**src/rtl/saturn_bus_prog_reader_pkg.sv**
```systemverilog
// Shared Saturn bus definitions: bus command codes, bus-program entry layout
// and the program reader's FSM encodings.
package saturn_bus_prog_reader_pkg;

   localparam int DEF_ADDR_NIBBLES = 5;
   localparam int DEF_PROG_AW      = 5;
   localparam int ENTRY_CMD_BIT    = 4;

   localparam logic [3:0] BUSCMD_PC_READ     = 4'h0;
   localparam logic [3:0] BUSCMD_DP_READ     = 4'h1;
   localparam logic [3:0] BUSCMD_PC_WRITE    = 4'h2;
   localparam logic [3:0] BUSCMD_DP_WRITE    = 4'h3;
   localparam logic [3:0] BUSCMD_LOAD_PC     = 4'h4;
   localparam logic [3:0] BUSCMD_LOAD_DP     = 4'h5;
   localparam logic [3:0] BUSCMD_CONFIGURE   = 4'h6;
   localparam logic [3:0] BUSCMD_UNCONFIGURE = 4'h7;
   localparam logic [3:0] BUSCMD_C_EQ_ID     = 4'h8;
   localparam logic [3:0] BUSCMD_RESET       = 4'h9;

   typedef enum logic [0:0] {
      BUS_ST_IDLE = 1'b0,
      BUS_ST_ADDR = 1'b1
   } bus_state_t;

   // Codes above BUSCMD_RESET are unassigned on this bus.
   function automatic logic buscmd_defined(input logic [3:0] code);
      return (code <= BUSCMD_RESET);
   endfunction

   function automatic logic buscmd_is_addr_load(input logic [3:0] code);
      return (code == BUSCMD_LOAD_PC) || (code == BUSCMD_LOAD_DP);
   endfunction

endpackage

```
**src/rtl/saturn_bus_prog_reader_if.sv**
```systemverilog
// Bus-program handshake between the control unit (master) and the program
// reader (slave), plus the Saturn bus replay and status outputs.
interface saturn_bus_prog_reader_if
   import saturn_bus_prog_reader_pkg::*;
#(
   parameter int PROG_AW      = DEF_PROG_AW,
   parameter int ADDR_NIBBLES = DEF_ADDR_NIBBLES
);
   logic [PROG_AW-1:0]        wr_address;
   logic [PROG_AW-1:0]        rd_address;
   logic [4:0]                program_data;
   logic                      bus_strobe;
   logic                      bus_cmd;
   logic [3:0]                bus_nibble;
   logic                      bus_busy;
   logic [3:0]                last_cmd;
   logic [4*ADDR_NIBBLES-1:0] addr_value;
   logic                      addr_valid;
   logic                      error;

   modport master (
      output wr_address, program_data,
      input  rd_address, bus_strobe, bus_cmd, bus_nibble, bus_busy,
             last_cmd, addr_value, addr_valid, error
   );

   modport slave (
      input  wr_address, program_data,
      output rd_address, bus_strobe, bus_cmd, bus_nibble, bus_busy,
             last_cmd, addr_value, addr_valid, error
   );
endinterface

```
**src/rtl/saturn_bus_addr_assembler.sv**
```systemverilog
// Collects the nibbles following LOAD_PC/LOAD_DP (LSB first) into an address
// and pulses addr_valid when the last one lands.
module saturn_bus_addr_assembler
   import saturn_bus_prog_reader_pkg::*;
#(
   parameter int ADDR_NIBBLES = DEF_ADDR_NIBBLES,
   localparam int CNT_W       = $clog2(ADDR_NIBBLES + 1),
   localparam int ADDR_W      = 4 * ADDR_NIBBLES
) (
   input  logic              i_clk,
   input  logic              i_reset,
   input  logic              start,
   input  logic              abandon,
   input  logic              nibble_we,
   input  logic [3:0]        nibble,
   output logic              last_nibble,
   output logic [ADDR_W-1:0] addr_value,
   output logic              addr_valid
);
   logic [CNT_W-1:0]  addr_cnt_r;
   logic [CNT_W-1:0]  nib_idx_s;
   logic [ADDR_W-1:0] shadow_r;
   logic [ADDR_W-1:0] shadow_nxt_s;
   logic [ADDR_W-1:0] addr_value_r;
   logic              addr_valid_r;

   assign nib_idx_s   = CNT_W'(ADDR_NIBBLES) - addr_cnt_r;
   assign last_nibble = (addr_cnt_r == CNT_W'(1));

   // Shadow with the incoming nibble merged at its slot.
   always_comb begin
      shadow_nxt_s = shadow_r;
      for (int i = 0; i < ADDR_NIBBLES; i++) begin
         if (nib_idx_s == CNT_W'(i)) begin
            shadow_nxt_s[i*4 +: 4] = nibble;
         end else begin
            shadow_nxt_s[i*4 +: 4] = shadow_r[i*4 +: 4];
         end
      end
   end

   // Counter, shadow and completed-address registers.
   always_ff @(posedge i_clk) begin
      if (i_reset) begin
         addr_cnt_r   <= '0;
         shadow_r     <= '0;
         addr_value_r <= '0;
         addr_valid_r <= 1'b0;
      end else begin
         addr_valid_r <= 1'b0;
         if (start) begin
            addr_cnt_r <= CNT_W'(ADDR_NIBBLES);
            shadow_r   <= '0;
         end else if (abandon) begin
            addr_cnt_r <= '0;
         end else if (nibble_we && (addr_cnt_r != '0)) begin
            shadow_r   <= shadow_nxt_s;
            addr_cnt_r <= addr_cnt_r - CNT_W'(1);
            if (last_nibble) begin
               addr_value_r <= shadow_nxt_s;
               addr_valid_r <= 1'b1;
            end
         end
      end
   end

   assign addr_value = addr_value_r;
   assign addr_valid = addr_valid_r;
endmodule

```
**src/rtl/saturn_bus_prog_reader.sv**
```systemverilog
// Drains the control unit's bus program onto the Saturn bus, one entry per
// phase-0 tick. Protocol error flag built only with SATURN_BUSPROG_CHECK_EN.
module saturn_bus_prog_reader
   import saturn_bus_prog_reader_pkg::*;
#(
   parameter int ADDR_NIBBLES = DEF_ADDR_NIBBLES,
   parameter int PROG_AW      = DEF_PROG_AW
) (
   input  logic       i_clk,
   input  logic       i_reset,
   input  logic       i_clk_en,
   input  logic [3:0] i_phases,
   saturn_bus_prog_reader_if.slave bus
);
   localparam int ADDR_W = 4 * ADDR_NIBBLES;

   logic [PROG_AW-1:0] rd_ptr_r;
   logic               fetch_s;
   logic               entry_is_cmd_s;
   logic [3:0]         entry_code_s;
   logic               phases_unused_s;
   bus_state_t         state_r;
   bus_state_t         state_nxt_s;
   logic               start_s;
   logic               abandon_s;
   logic               nibble_we_s;
   logic               last_nibble_s;
   logic               strobe_r;
   logic               bus_cmd_r;
   logic [3:0]         bus_nibble_r;
   logic [3:0]         last_cmd_r;
   logic [ADDR_W-1:0]  addr_value_s;
   logic               addr_valid_s;

   assign phases_unused_s = ^i_phases[3:1];
   assign entry_is_cmd_s  = bus.program_data[ENTRY_CMD_BIT];
   assign entry_code_s    = bus.program_data[3:0];
   assign fetch_s         = i_clk_en && i_phases[0] && (rd_ptr_r != bus.wr_address);

   // FSM state register.
   always_ff @(posedge i_clk) begin
      if (i_reset) begin
         state_r <= BUS_ST_IDLE;
      end else begin
         state_r <= state_nxt_s;
      end
   end

   // Next state and assembler controls for the entry being fetched.
   always_comb begin
      state_nxt_s = state_r;
      start_s     = 1'b0;
      abandon_s   = 1'b0;
      nibble_we_s = 1'b0;
      if (fetch_s && entry_is_cmd_s) begin
         // A command mid-address drops the partial value, then acts as in IDLE.
         abandon_s = (state_r == BUS_ST_ADDR);
         if (buscmd_is_addr_load(entry_code_s)) begin
            start_s     = 1'b1;
            state_nxt_s = BUS_ST_ADDR;
         end else begin
            state_nxt_s = BUS_ST_IDLE;
         end
      end else if (fetch_s) begin
         case (state_r)
            BUS_ST_ADDR: begin
               nibble_we_s = 1'b1;
               if (last_nibble_s) begin
                  state_nxt_s = BUS_ST_IDLE;
               end else begin
                  state_nxt_s = BUS_ST_ADDR;
               end
            end
            BUS_ST_IDLE: state_nxt_s = BUS_ST_IDLE;
            default:     state_nxt_s = BUS_ST_IDLE;
         endcase
      end else begin
         state_nxt_s = state_r;
      end
   end

   // Read pointer and bus replay registers.
   always_ff @(posedge i_clk) begin
      if (i_reset) begin
         rd_ptr_r     <= '0;
         strobe_r     <= 1'b0;
         bus_cmd_r    <= 1'b0;
         bus_nibble_r <= 4'h0;
         last_cmd_r   <= 4'h0;
      end else begin
         strobe_r <= fetch_s;
         if (fetch_s) begin
            rd_ptr_r     <= rd_ptr_r + PROG_AW'(1);
            bus_cmd_r    <= entry_is_cmd_s;
            bus_nibble_r <= entry_code_s;
            if (entry_is_cmd_s) begin
               last_cmd_r <= entry_code_s;
            end
         end
      end
   end

   saturn_bus_addr_assembler #(.ADDR_NIBBLES(ADDR_NIBBLES)) u_addr_asm (
      .i_clk       (i_clk),
      .i_reset     (i_reset),
      .start       (start_s),
      .abandon     (abandon_s),
      .nibble_we   (nibble_we_s),
      .nibble      (entry_code_s),
      .last_nibble (last_nibble_s),
      .addr_value  (addr_value_s),
      .addr_valid  (addr_valid_s)
   );

`ifdef SATURN_BUSPROG_CHECK_EN
   logic proto_err_s;
   logic error_r;

   assign proto_err_s = fetch_s && entry_is_cmd_s &&
                        ((state_r == BUS_ST_ADDR) || !buscmd_defined(entry_code_s));

   // Sticky protocol error, cleared only by reset.
   always_ff @(posedge i_clk) begin
      if (i_reset) begin
         error_r <= 1'b0;
      end else if (proto_err_s) begin
         error_r <= 1'b1;
      end
   end

   assign bus.error = error_r;
`else
   assign bus.error = 1'b0;
`endif

   assign bus.rd_address = rd_ptr_r;
   assign bus.bus_strobe = strobe_r;
   assign bus.bus_cmd    = bus_cmd_r;
   assign bus.bus_nibble = bus_nibble_r;
   assign bus.bus_busy   = (rd_ptr_r != bus.wr_address) || (state_r == BUS_ST_ADDR);
   assign bus.last_cmd   = last_cmd_r;
   assign bus.addr_value = addr_value_s;
   assign bus.addr_valid = addr_valid_s;
endmodule

```
**src/flat_wrapper.sv**
```systemverilog
// flat-port wrapper written by rule: the top's interface ports become plain ports
module saturn_bus_prog_reader_flat import saturn_bus_prog_reader_pkg::*;
#(
   parameter int ADDR_NIBBLES = DEF_ADDR_NIBBLES,
   parameter int PROG_AW      = DEF_PROG_AW
)
  (i_clk, i_reset, i_clk_en, i_phases, bus_wr_address, bus_program_data, bus_rd_address, bus_bus_strobe, bus_bus_cmd, bus_bus_nibble, bus_bus_busy, bus_last_cmd, bus_addr_value, bus_addr_valid, bus_error);
  saturn_bus_prog_reader_if #(.PROG_AW(PROG_AW), .ADDR_NIBBLES(ADDR_NIBBLES)) bus_i ();
  input  logic i_clk;
  input  logic i_reset;
  input  logic i_clk_en;
  input  logic [3:0] i_phases;
  input wire logic [$bits(bus_i.wr_address)-1:0] bus_wr_address;
  input wire logic [$bits(bus_i.program_data)-1:0] bus_program_data;
  output wire logic [$bits(bus_i.rd_address)-1:0] bus_rd_address;
  output wire logic [$bits(bus_i.bus_strobe)-1:0] bus_bus_strobe;
  output wire logic [$bits(bus_i.bus_cmd)-1:0] bus_bus_cmd;
  output wire logic [$bits(bus_i.bus_nibble)-1:0] bus_bus_nibble;
  output wire logic [$bits(bus_i.bus_busy)-1:0] bus_bus_busy;
  output wire logic [$bits(bus_i.last_cmd)-1:0] bus_last_cmd;
  output wire logic [$bits(bus_i.addr_value)-1:0] bus_addr_value;
  output wire logic [$bits(bus_i.addr_valid)-1:0] bus_addr_valid;
  output wire logic [$bits(bus_i.error)-1:0] bus_error;
  assign bus_i.wr_address = bus_wr_address;
  assign bus_i.program_data = bus_program_data;
  assign bus_rd_address = bus_i.rd_address;
  assign bus_bus_strobe = bus_i.bus_strobe;
  assign bus_bus_cmd = bus_i.bus_cmd;
  assign bus_bus_nibble = bus_i.bus_nibble;
  assign bus_bus_busy = bus_i.bus_busy;
  assign bus_last_cmd = bus_i.last_cmd;
  assign bus_addr_value = bus_i.addr_value;
  assign bus_addr_valid = bus_i.addr_valid;
  assign bus_error = bus_i.error;
  saturn_bus_prog_reader #(.ADDR_NIBBLES(ADDR_NIBBLES), .PROG_AW(PROG_AW)) u_core (.i_clk(i_clk), .i_reset(i_reset), .i_clk_en(i_clk_en), .i_phases(i_phases), .bus(bus_i));
endmodule
```
**config.mk**
```make
export PLATFORM = sky130hd
export DESIGN_NAME = saturn_bus_prog_reader_flat
export DESIGN_NICKNAME = d
export VERILOG_FILES = /design/src/rtl/saturn_bus_prog_reader_pkg.sv /design/src/rtl/saturn_bus_prog_reader_if.sv /design/src/rtl/saturn_bus_addr_assembler.sv /design/src/rtl/saturn_bus_prog_reader.sv /design/src/flat_wrapper.sv
export SDC_FILE = /design/constraint.sdc
export NUM_CORES = 1
export LEC_CHECK = 0
export ABC_AREA = 0
export CORE_MARGIN = 2
export CORE_UTILIZATION = 55
export CTS_CLUSTER_SIZE = 20
export DETAILED_ROUTE_END_ITERATION = 7
export PLACE_DENSITY = 0.83
export RECOVER_POWER = 50
export SLEW_MARGIN = 20
export SYNTH_ARGS = -nofsm -noshare
export SYNTH_HDL_FRONTEND = slang
export SYNTH_SLANG_ARGS = --single-unit
```
**constraint.sdc**
```tcl
create_clock -name i_clk -period 4.5 [get_ports i_clk]
set_input_delay 1.125 -clock i_clk [delete_from_list [all_inputs] [get_ports i_clk]]
set_output_delay 1.125 -clock i_clk [all_outputs]
set_load 0.02 [all_outputs]
```
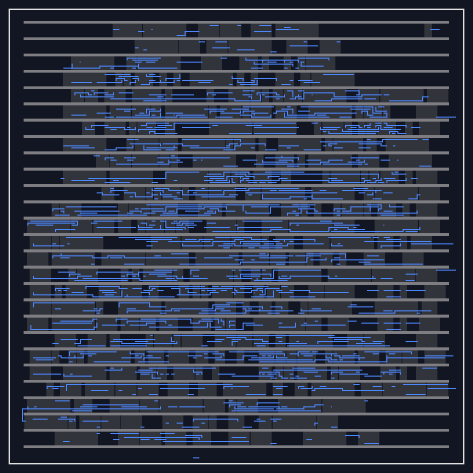
**Above:** signal wires on met1.
(6 px per um) Supply wires on this layer in grey. Cells faint in the background.
share of all routed wire	45%
nets with wire on the layer	328
wire length on this layer	2780 um
longest straight run	27.6 um
main direction	horizontal
wirelength, routed: 6.14 mm
met1 demand-to-capacity share in global routing: 29.3%
number of vias in the routed layout: 2290

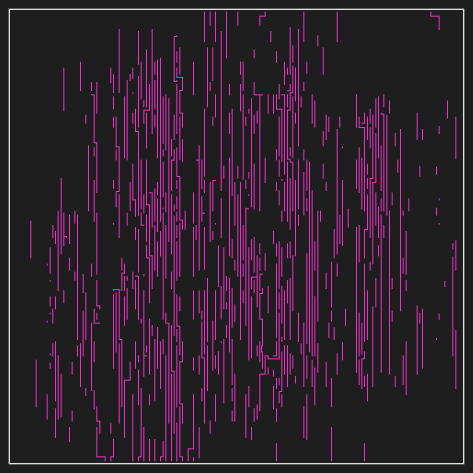
**Above:** met2 routing.
(6 px per um)
share of all routed wire	48%
nets with wire on the layer	297
wire length on this layer	2940 um
main direction	vertical
longest straight run	31.6 um
met2 track demand over resource: 36.5%

==> results.cfg <==
; generated from flow reports
[outcome]
outcome = complete, no violations

[layout]
bufAreaShareNonClock_pct = 16.4
clock_area_share_pct = 5.33
layout_top_cells = 60 x sky130_fd_sc_hd__dfxtp_1, 48 x sky130_fd_sc_hd__nor2_1, 37 x sky130_fd_sc_hd__dlygate4sd3_1
number_of_inserted_diodes = 0
num-fill-cells = 427
nonClockInverterCount = 4

[worst_setup_path]
timing_worst_setup_path_type = input port to output port
crit_arrival_ns = 2.82
critPathSlowestCell = sky130_fd_sc_hd__dlygate4sd3_1
critPathTopFamily = buffers and inverters

[global_routing]
grt_antenna_before_repair = 0
global_route_hottest_layer = met2
grt_overflow = 0

[yosys]
top_area_cell = sky130_fd_sc_hd__dfxtp_1
post_synthesis_instance_area_um2 = 2810
synth-compound-area-share_pct = 14.0
ys_sh_adder_pct = 2.67
yosys.stat.seqShare_pct = 42.7
yosys-dominant-comb-family = simple AND/OR/NAND/NOR gates
yosys_cells = 297
topCellsByArea = sky130_fd_sc_hd__dfxtp_1 43%, sky130_fd_sc_hd__mux2i_1 12%, sky130_fd_sc_hd__nor2_1 6.4%

[route]
drtPass1Iterations = 4
drt-initial-drc-count = 142

[clock_tree]
tritoncts = built
htree_num_levels = 3
clock_slew_seen_by_the_registers_of_the_worst_setup_and_hold_paths_ns = 0.06

[timing]
timing.fmax_ghz = 0.253
drv_slew = 0

[place]
finalWeightedCongestion = 0.769
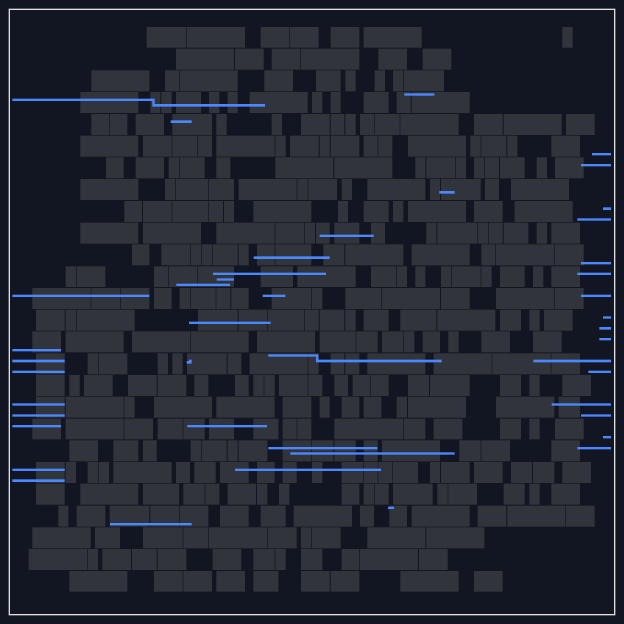
**Above:** met3 routing.
(8 px per um) Cells faint in the background.
nets with wire on the layer	36
share of all routed wire	4.9%
longest straight run	20.2 um
wire length on this layer	300 um
main direction	horizontal
met3 demand-to-capacity share in global routing: 4.63%

[cell families (layout without fill, tap and decap cells)]
family,count (synthesis),count (layout)
xor+xnor,10,10
other cells,1,1
mux,34,34
simple gates,115,115
fa+ha+maj,6,6
flops,60,60
compound gates,46,46
buf+inv,25,81
[per-stage QoR]
step                hold slack, ns  instances  power [mW]  instance area (um2)  util [%]
floorplan                    0.458        297       0.608                 2810         -
global placement             0.468        407       0.643                 3360      67.0
detailed placement           0.471        407       0.644                 3360      67.0
CTS                          0.481        423        1.09                 3540      70.8
global route                 0.501        423        1.11                 3520      70.2
finish                       0.477        423        1.08                 3520      70.2
[path summary, 6_finish.rpt]
| check | cells past startpoint | end |
|---|---|---|
| worst max-delay path | 5 | bus_bus_busy |
| worst min-delay path | 2 | u_core.u_addr_asm.addr_value[8]$_SDFFE_PP0P_ |
| worst max register to register | 7 | u_core.u_addr_asm.addr_cnt_r[1]$_SDFFE_PP0P_ |
| worst min register to register | 2 | u_core.u_addr_asm.addr_value[8]$_SDFFE_PP0P_ |
[worst reg2reg max path: stages (launching register included)]
cell and delay (ns):
sky130_fd_sc_hd__dfxtp_1 0.36, sky130_fd_sc_hd__xor2_1 0.18, sky130_fd_sc_hd__nor3_1 0.33, sky130_fd_sc_hd__clkbuf_1 0.75, sky130_fd_sc_hd__a21oi_1 0.21, sky130_fd_sc_hd__clkbuf_1 0.39
sky130_fd_sc_hd__a21oi_1 0.34, sky130_fd_sc_hd__and3b_1 0.20
[routing by layer]
metal,routed length [um],share of wire (%)
met1,2780,45
met2,2940,48
met3,299,4.9
met4,126,2.1
met5,0,0
[power breakdown]
part,total (mW),switching [mW],internal [mW]
clock,0.450,0.208,0.242
sequential,0.541,0.00429,0.536
combinational,0.0880,0.0538,0.0343
total,1.08,0.266,0.812
Power and IR drop assume default switching activity.
